**src/rtl/memory_pkg.sv**
```systemverilog
// ---------------------------------------------------------------------------
// memory_pkg
// Shared types and constants for the MEM-stage data memory unit.
//   memState_e  : access FSM states (IDLE, BUSY, DONE)
//   WORD_WIDTH  : data word width in bits
//   BYTE_WIDTH  : byte lane width in bits
//   LANE_LO/HI  : values of Address[0] selecting the low/high byte lane
//   laneEnable  : builds the 2-bit RAM byte-enable for an access
// ---------------------------------------------------------------------------
package memory_pkg;

    typedef enum logic [1:0] {
        IDLE = 2'd0,
        BUSY = 2'd1,
        DONE = 2'd2
    } memState_e;

    localparam int WORD_WIDTH = 16;
    localparam int BYTE_WIDTH = 8;

    localparam logic LANE_LO = 1'b0;
    localparam logic LANE_HI = 1'b1;

    // Word accesses touch both lanes; byte accesses touch only the lane
    // picked by the low address bit.
    function automatic logic [1:0] laneEnable(input logic byteOp, input logic lane);
        logic [1:0] enable;
        if (!byteOp) begin
            enable = 2'b11;
        end else if (lane == LANE_HI) begin
            enable = 2'b10;
        end else begin
            enable = 2'b01;
        end
        return enable;
    endfunction

endpackage

```
**src/rtl/data_ram.sv**
```systemverilog
// ---------------------------------------------------------------------------
// data_ram
// DEPTH x 16-bit data RAM with a per-byte write enable and a registered read.
// Contents are never reset.
//   clk_i   : clock, rising edge
//   we_i    : write strobe
//   be_i    : byte enables, bit 0 = bits [7:0], bit 1 = bits [15:8]
//   re_i    : read strobe; rdata_o updates on the following edge
//   addr_i  : word index
//   wdata_i : write data (both lanes; be_i selects which are stored)
//   rdata_o : registered read data
// ---------------------------------------------------------------------------
module data_ram
    import memory_pkg::*;
#(
    parameter int DEPTH = 256
) (
    input  logic                     clk_i,
    input  logic                     we_i,
    input  logic [1:0]               be_i,
    input  logic                     re_i,
    input  logic [$clog2(DEPTH)-1:0] addr_i,
    input  logic [WORD_WIDTH-1:0]    wdata_i,
    output logic [WORD_WIDTH-1:0]    rdata_o
);

    logic [WORD_WIDTH-1:0] mem [DEPTH];
    logic [WORD_WIDTH-1:0] rdata_q;

    // Storage array with per-lane writes and a registered read port.
    always_ff @(posedge clk_i) begin
        if (we_i) begin
            if (be_i[0]) begin
                mem[addr_i][BYTE_WIDTH-1:0] <= wdata_i[BYTE_WIDTH-1:0];
            end
            if (be_i[1]) begin
                mem[addr_i][WORD_WIDTH-1:BYTE_WIDTH] <= wdata_i[WORD_WIDTH-1:BYTE_WIDTH];
            end
        end
        if (re_i) begin
            rdata_q <= mem[addr_i];
        end
    end

    assign rdata_o = rdata_q;

endmodule

```
**src/rtl/data_memory_unit.sv**
```systemverilog
// ---------------------------------------------------------------------------
// data_memory_unit
// Fixed-latency responder for MEM-stage loads and stores on an internal
// 16-bit data RAM. Holds the pipeline with Stall while an access is in
// flight, then presents load data for one DONE cycle.
//   Clock      : clock, rising edge
//   Reset      : synchronous, active-high
//   MemRead    : load request (LW, LBU)
//   MemWrite   : store request (SW, SB); wins if both requests are high
//   ByteOp     : 1 = byte access, 0 = word access
//   Address    : byte address
//   WriteData  : store data, low byte used for byte stores
//   ReadData   : load result, zero-extended for byte loads, held otherwise
//   Stall      : pipeline freeze while the access is pending
//   Done       : one-cycle completion pulse
//   AlignError : pulses with Done for a word access at an odd address
// ---------------------------------------------------------------------------
module data_memory_unit
    import memory_pkg::*;
#(
    parameter int DEPTH   = 256,
    parameter int LATENCY = 2
) (
    input  logic                  Clock,
    input  logic                  Reset,
    input  logic                  MemRead,
    input  logic                  MemWrite,
    input  logic                  ByteOp,
    input  logic [15:0]           Address,
    input  logic [WORD_WIDTH-1:0] WriteData,
    output logic [WORD_WIDTH-1:0] ReadData,
    output logic                  Stall,
    output logic                  Done,
    output logic                  AlignError
);

    localparam int AW = $clog2(DEPTH);
    localparam int CW = (LATENCY > 1) ? $clog2(LATENCY) : 1;

    memState_e             state_q, state_d;
    logic [CW-1:0]         count_q, count_d;
    logic [AW:0]           addr_q;
    logic [WORD_WIDTH-1:0] wdata_q;
    logic                  byteOp_q;
    logic                  isWrite_q;
    logic                  isLoad_q;
    logic [WORD_WIDTH-1:0] readData_q;

    logic                  request;
    logic                  accessNow;
    logic                  ramWe;
    logic                  ramRe;
    logic [1:0]            ramBe;
    logic [WORD_WIDTH-1:0] ramWdata;
    logic [WORD_WIDTH-1:0] ramRdata;
    logic [BYTE_WIDTH-1:0] laneByte;
    logic [WORD_WIDTH-1:0] loadValue;

    // Address bits above the RAM index wrap the access modulo DEPTH words.
    logic                  unusedAddrBits;
    assign unusedAddrBits = ^Address[15:AW+1];

    assign request = MemRead | MemWrite;

    // State, counter, request capture and the held load result.
    always_ff @(posedge Clock) begin
        if (Reset) begin
            state_q    <= IDLE;
            count_q    <= '0;
            addr_q     <= '0;
            wdata_q    <= '0;
            byteOp_q   <= 1'b0;
            isWrite_q  <= 1'b0;
            isLoad_q   <= 1'b0;
            readData_q <= '0;
        end else begin
            state_q <= state_d;
            count_q <= count_d;
            if (state_q == IDLE && request) begin
                addr_q    <= Address[AW:0];
                wdata_q   <= WriteData;
                byteOp_q  <= ByteOp;
                isWrite_q <= MemWrite;
                isLoad_q  <= MemRead & ~MemWrite;
            end
            if (state_q == DONE && isLoad_q) begin
                readData_q <= loadValue;
            end
        end
    end

    // Next state, latency countdown and the pipeline handshake outputs.
    always_comb begin
        state_d    = state_q;
        count_d    = count_q;
        accessNow  = 1'b0;
        Stall      = 1'b0;
        Done       = 1'b0;
        AlignError = 1'b0;
        case (state_q)
            IDLE: begin
                if (request) begin
                    Stall   = 1'b1;
                    count_d = CW'(LATENCY - 1);
                    state_d = BUSY;
                end
            end
            BUSY: begin
                Stall = 1'b1;
                if (count_q == '0) begin
                    accessNow = 1'b1;
                    state_d   = DONE;
                end else begin
                    count_d = count_q - CW'(1);
                end
            end
            DONE: begin
                Done       = 1'b1;
                AlignError = ~byteOp_q & addr_q[0];
                state_d    = IDLE;
            end
            default: begin
                state_d = IDLE;
            end
        endcase
    end

    // Reset on the access edge abandons the access, so the strobes are gated.
    assign ramWe    = accessNow & isWrite_q & ~Reset;
    assign ramRe    = accessNow & isLoad_q & ~Reset;
    assign ramBe    = laneEnable(byteOp_q, addr_q[0]);
    assign ramWdata = byteOp_q ? {2{wdata_q[BYTE_WIDTH-1:0]}} : wdata_q;

    data_ram #(
        .DEPTH(DEPTH)
    ) uDataRam (
        .clk_i  (Clock),
        .we_i   (ramWe),
        .be_i   (ramBe),
        .re_i   (ramRe),
        .addr_i (addr_q[AW:1]),
        .wdata_i(ramWdata),
        .rdata_o(ramRdata)
    );

    // The RAM read lands at the start of DONE, so the fresh load value is
    // driven straight out during DONE and held in readData_q afterwards.
    assign laneByte  = (addr_q[0] == LANE_HI) ? ramRdata[WORD_WIDTH-1:BYTE_WIDTH]
                                              : ramRdata[BYTE_WIDTH-1:0];
    assign loadValue = byteOp_q ? {{(WORD_WIDTH-BYTE_WIDTH){1'b0}}, laneByte} : ramRdata;
    assign ReadData  = (state_q == DONE && isLoad_q) ? loadValue : readData_q;

endmodule

```
**config.mk**
```make
export PLATFORM = sky130hd
export DESIGN_NAME = data_memory_unit
export DESIGN_NICKNAME = d
export VERILOG_FILES = /design/src/rtl/memory_pkg.sv /design/src/rtl/data_ram.sv /design/src/rtl/data_memory_unit.sv
export SDC_FILE = /design/constraint.sdc
export NUM_CORES = 2
export LEC_CHECK = 0
export CORE_MARGIN = 2
export CORE_UTILIZATION = 45
export DETAILED_ROUTE_END_ITERATION = 16
export PLACE_DENSITY_LB_ADDON = 0.08
export RECOVER_POWER = 100
export SLEW_MARGIN = 20
export SYNTH_ARGS = -nofsm -noshare
export SYNTH_HDL_FRONTEND = slang
export SYNTH_SLANG_ARGS = --single-unit
export TNS_END_PERCENT = 50
```
**constraint.sdc**
```tcl
create_clock -name Clock -period 15.9 [get_ports Clock]
set_clock_uncertainty 0.05 [all_clocks]
set_input_delay 2.385 -clock Clock [delete_from_list [all_inputs] [get_ports Clock]]
set_output_delay 2.385 -clock Clock [all_outputs]
set_load 0.005 [all_outputs]
```
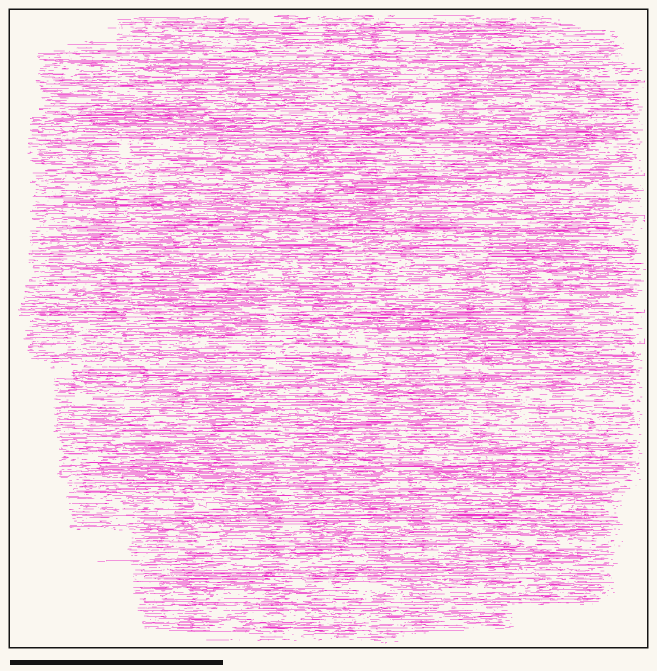
*Metal 1*
Scale bar: 200 um.
longest straight run	166 um
share of all routed wire	43%
wire length on this layer	176 mm
global-route track usage on met1: 0.332
aggregate routed wire length: 411 mm

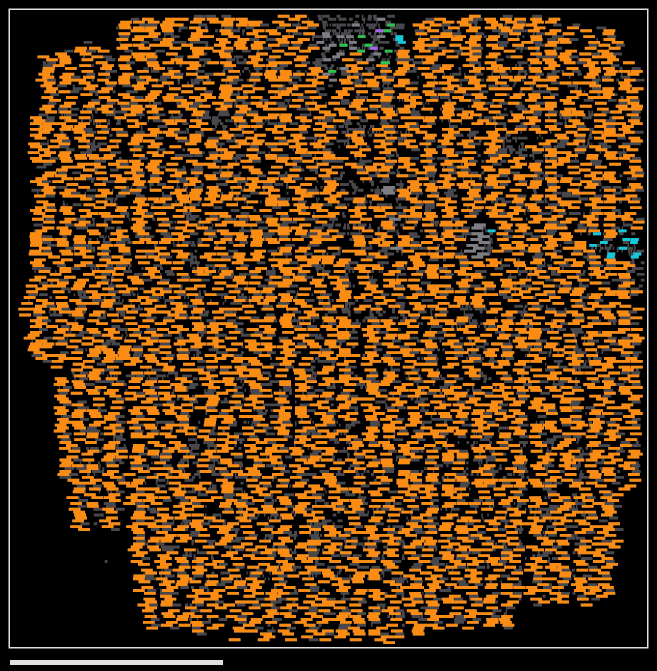
*Sequential cells grouped by signal name*
Scale bar: 200 um. Other sequential cells in the stronger gray, the rest of the logic in the fainter gray.
netlist name	color	placed flops
addr_q	green	9
uDataRam.mem	orange	4096
state_q	purple	2
readData_q	cyan	16
not colored	36
utilization after layout: 0.509
area of all sequential standard cells: 124000 um^2

==> notes.md <==
Flow results.

- The flow ran to the end, but the final reports show violations.
- The final reports fail on capacitance limit, slew limit.
- The sum of negative setup slack is 0 ps.
- For this run, the slowest stage of the critical path takes 2460 ps.
- Dividing the final minimum period by the clock period gives 0.633.
- For this run, the top clock speed supported by timing is slightly below 100 MHz.
- The total power divided by cell area is between 100 and 150 nW/um^2.
- The number of DRC violations after detailed-routing iteration 0 is a little under 9000.
- Entering global routing, the biggest net connects 202 pins.
- The synthesis report names the predominant flop master as sky130_fd_sc_hd__edfxtp_1.
- Measured along the y axis, the die boundary spans roughly 600 um.
- The antenna violation net count after detailed routing is 0.
- The total tool warning count is 67.
- The clock tree from TritonCTS is yes.
- The fraction of post-synthesis cell area in the top cell type by area is 0.779.
- The post-route cell area is 178000 um^2.
- Counting pins that exceed their max-slew limit in the final report gives around 3700.
- The placer congestion estimate is 0.780.
- Traced cell by cell, the critical path runs through clkbuf_1 -> clkbuf_1 -> buf_12 -> mux4_2 -> a22oi_1 -> a21oi_1 -> o41ai_2 -> nand4_1.
- The leakage component of the power was reported as around 0.054 uW.
- The die is approximately 600 um wide.
- CTS built an H-tree with a depth of 5.
- The hold buffer count at cts is 0.
- The pre-placement core utilization is 0.453.
- The first-pass iteration count of the detailed router is 8.
- The switching portion of total power comes to 0.225.
- In the Yosys report the total cell count is 7270.
- For this run, design rule violations remaining after detail routing come to 0.
- The first global-routing pass estimated slightly below 600 mm of wire.
- The capture point of the worst register-to-register path is recorded as uDataRam.rdata_o[5].
- The post-synth area from yosys stat is 159000 um^2.
- The fraction of layout instances using a drive strength above 1 is 0.233.
- The share of total power dissipated in sequential elements is 0.513.
- The startpoint of the most critical register-to-register path is addr_q[1].
- Per the detail_route report, vias per standard cell equal 6.08.
- The site row count is about 220.
- The most frequent cell after synthesis is sky130_fd_sc_hd__edfxtp_1.
- After technology mapping, the gate count stands at ~7300.
- The total via count in the routed design is 75417.
- The area growth from synthesis to layout is 12.5%.
- Data arrives at the worst endpoint at 10570 ps.
- The mean routed wirelength per cell is 33.1 um.
- Note, the detailed placer reported a final HPWL of 231 mm.
- After synthesis, the cell types taking the most area are sky130_fd_sc_hd__edfxtp_1 78%, sky130_fd_sc_hd__mux4_2 15%, sky130_fd_sc_hd__a22oi_1 2.4%.
- Max fanout on the critical path was recorded as 76.
- Following the worst setup path forward leads to its endpoint at uDataRam.rdata_o[5].
- Counting the buffers created by CTS gives 434.
- Counting every net in the synthesized netlist gives 7307.
- Buffers added to address setup during post-CTS repair amount to 0.
- Walking the critical path from launch to capture passes 8 cell instances.
- The count of final setup violators is 0.
- The headroom to the max-slew limit is -2.57.
- Per the layout area report, the combinational gate area comes to 32400 um^2.
- In this run the cell area measured after placement is about 160000 um^2.
- The internal power is around 19000 uW.
- The overall die size recorded for this design is 357000 um^2.
- The fraction of the yosys area taken by sequential cells is 0.785.
- The warning count from the yosys run is 0.
- Per the post-run analysis, buffers plus inverters along the critical path come to 3.
- The async set or reset register ratio after synthesis is 0.
- The report lists the number of cells resized after CTS as 0.
- The standard cell core area is ~350000 um^2.
- The required time at the worst-slack endpoint is ~16000 ps.
- The worst hold path belongs to the class flop to flop.
- Across every metal layer, demand over resource in global routing totals 0.228.
- Port buffering added ~48 buffers.
- The synthesized area divided by synthesized cell count is approximately 22 um^2.
- By count the netlist is led by 4112 x sky130_fd_sc_hd__edfxtp_1, 1024 x sky130_fd_sc_hd__mux4_2, 525 x sky130_fd_sc_hd__nor2_1.
- The post-placement setup slack is 9050 ps.
- The cell chosen for the clock root is sky130_fd_sc_hd__clkbuf_16.
- The report counts max-capacitance violations totalling roughly 53.
- The later-pin clock latency in the skew report is approximately 960 ps.
- The count of flip-flops with a built-in enable after synthesis is between 4000 and 5000.
- The via count of the first global-routing pass is 76801.
- Summed over all nets, the switching power comes to between 5000 and 6000 uW.
- The initial antenna violation count is 19.
- The critical path launch point type is a flop.
- The total count of hold-check failures in the final report is 0.
- The most used cell along the critical path is sky130_fd_sc_hd__clkbuf_1.
- The post-route minimum period is 10070 ps.
- The element type at the critical path end is a flop.
- The master of the slowest instance on the critical path is sky130_fd_sc_hd__clkbuf_1.
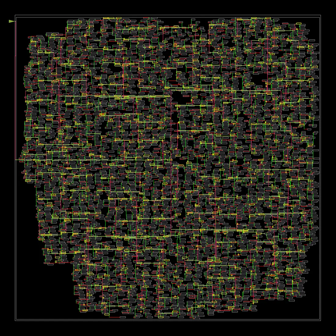
*Clock nets*
TritonCTS Sinks: 4159
number of flip-flops and latches: 4159
number of clock-tree buffers in the layout: 537

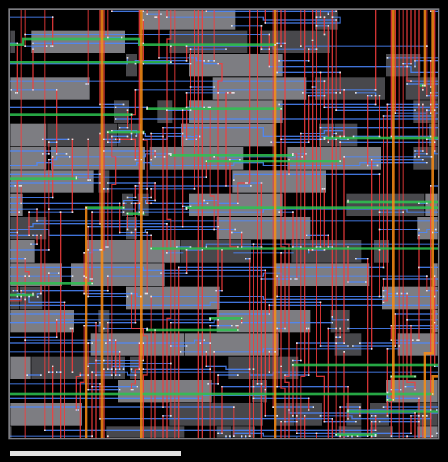
*Layout detail*
Scale bar: 20 um. Window x 274 to 324, y 393 to 443 um. Cells in gray, sequential cells in the stronger gray; small squares are vias.
layer	color
M3	green
M1	blue
M4	orange
M2	red
netlist names of flops here include	uDataRam.mem (27)
cells with their middle in the window	73
most frequent	edfxtp_1 (27), mux4_2 (8), nor2_1 (8)
sequential cells in the window	27

## area by class of cell
| type | instances | area share |
|---|---|---|
| Multi-Input combinational cell | 2632 | 0.182 |
| Clock inverter | 268 | 0.0139 |
| Antenna cell | 6 | 0.0000842 |
| Inverter | 1 | 0.0000211 |
| Timing Repair Buffer | 208 | 0.00931 |
| Clock buffer | 537 | 0.0649 |
| Sequential cell | 4159 | 0.698 |
| Tap cell | 4599 | 0.0323 |
## state kept, by name (all words and copies together) (netlist names)
signal,flops
count_q,1
isLoad_q,1
wdata_q,16
uDataRam.mem,4096
readData_q,16
byteOp_q,1
addr_q,9
isWrite_q,1
state_q,2
uDataRam.rdata_o,16
## worst min path at each step
| stage | to | from | cells past startpoint | slack [ps] |
|---|---|---|---|---|
| 6_report | wdata_q[15] | wdata_q[15] | 2 | 410 |
| 4_1_cts | byteOp_q | byteOp_q | 2 | 420 |
| 5_1_grt | wdata_q[15] | wdata_q[15] | 2 | 430 |
| 3_5_place_dp | byteOp_q | byteOp_q | 2 | 410 |
| 2_1_floorplan | wdata_q[10] | wdata_q[10] | 2 | 380 |
| 3_3_place_gp | byteOp_q | byteOp_q | 2 | 420 |
## power by group through the flow
stage	Combinational, uW	Sequential [uW]	Clock (uW)
4_1_cts	1680	12300	10200
2_1_floorplan	918	12600	0
3_3_place_gp	1650	12500	0
6_report	1640	12300	10100
3_5_place_dp	1680	12500	0
5_1_grt	1740	12300	10600
## worst register-to-register path: cells and delay by family, from the launching register on
family | cells | cell delay (ps)
AOI/OAI and AO/OA | 3 | 1420
buffers and inverters | 3 | 4990
DFF | 1 | 1990
muxes | 1 | 690
and+or+nand+nor | 1 | 510
## through the flow
step | hold WS, ps | total power [uW] | std cells | util
global placement | 417 | 14100 | 11599 | 0.470
detailed placement | 410 | 14200 | 11599 | 0.470
floorplan | 384 | 13500 | 7270 | -
finish | 410 | 24000 | 12410 | 0.509
CTS | 418 | 24200 | 12404 | 0.510
global route | 431 | 24700 | 12405 | 0.509
## layer usage
layer,vias up,GRT usage,share of wire
met5,-,0,0.000051
met4,4,0.0589,0.027
met3,551,0.0386,0.068
met2,2763,0.361,0.48
met1,40979,0.332,0.43
li1,31120,-,-
## cell usage in the layout, fill, tap and decap left out, types with 20 or more instances in the layout
cell	instances
sky130_fd_sc_hd__edfxtp_1	4112
sky130_fd_sc_hd__mux4_2	1024
sky130_fd_sc_hd__nor2_1	523
sky130_fd_sc_hd__a22oi_1	512
sky130_fd_sc_hd__clkbuf_16	445
sky130_fd_sc_hd__a21oi_1	284
sky130_fd_sc_hd__clkbuf_1	125
sky130_fd_sc_hd__nand2_1	114
sky130_fd_sc_hd__buf_4	108
sky130_fd_sc_hd__clkinv_1	97
sky130_fd_sc_hd__clkinv_2	96
sky130_fd_sc_hd__dfxtp_1	46
sky130_fd_sc_hd__o41ai_1	43
sky130_fd_sc_hd__bufinv_16	43
sky130_fd_sc_hd__clkdlybuf4s50_1	29
sky130_fd_sc_hd__nor2b_1	20
## kinds of logic after synthesis
group	count (synthesis)	share of synthesized area
buf+inv	479	0.0133
compound gates	878	0.0373
mux	1040	0.147
simple gates	714	0.0179
flops	4159	0.785
Power figures rest on the tool's default switching activity, not on a simulated workload.
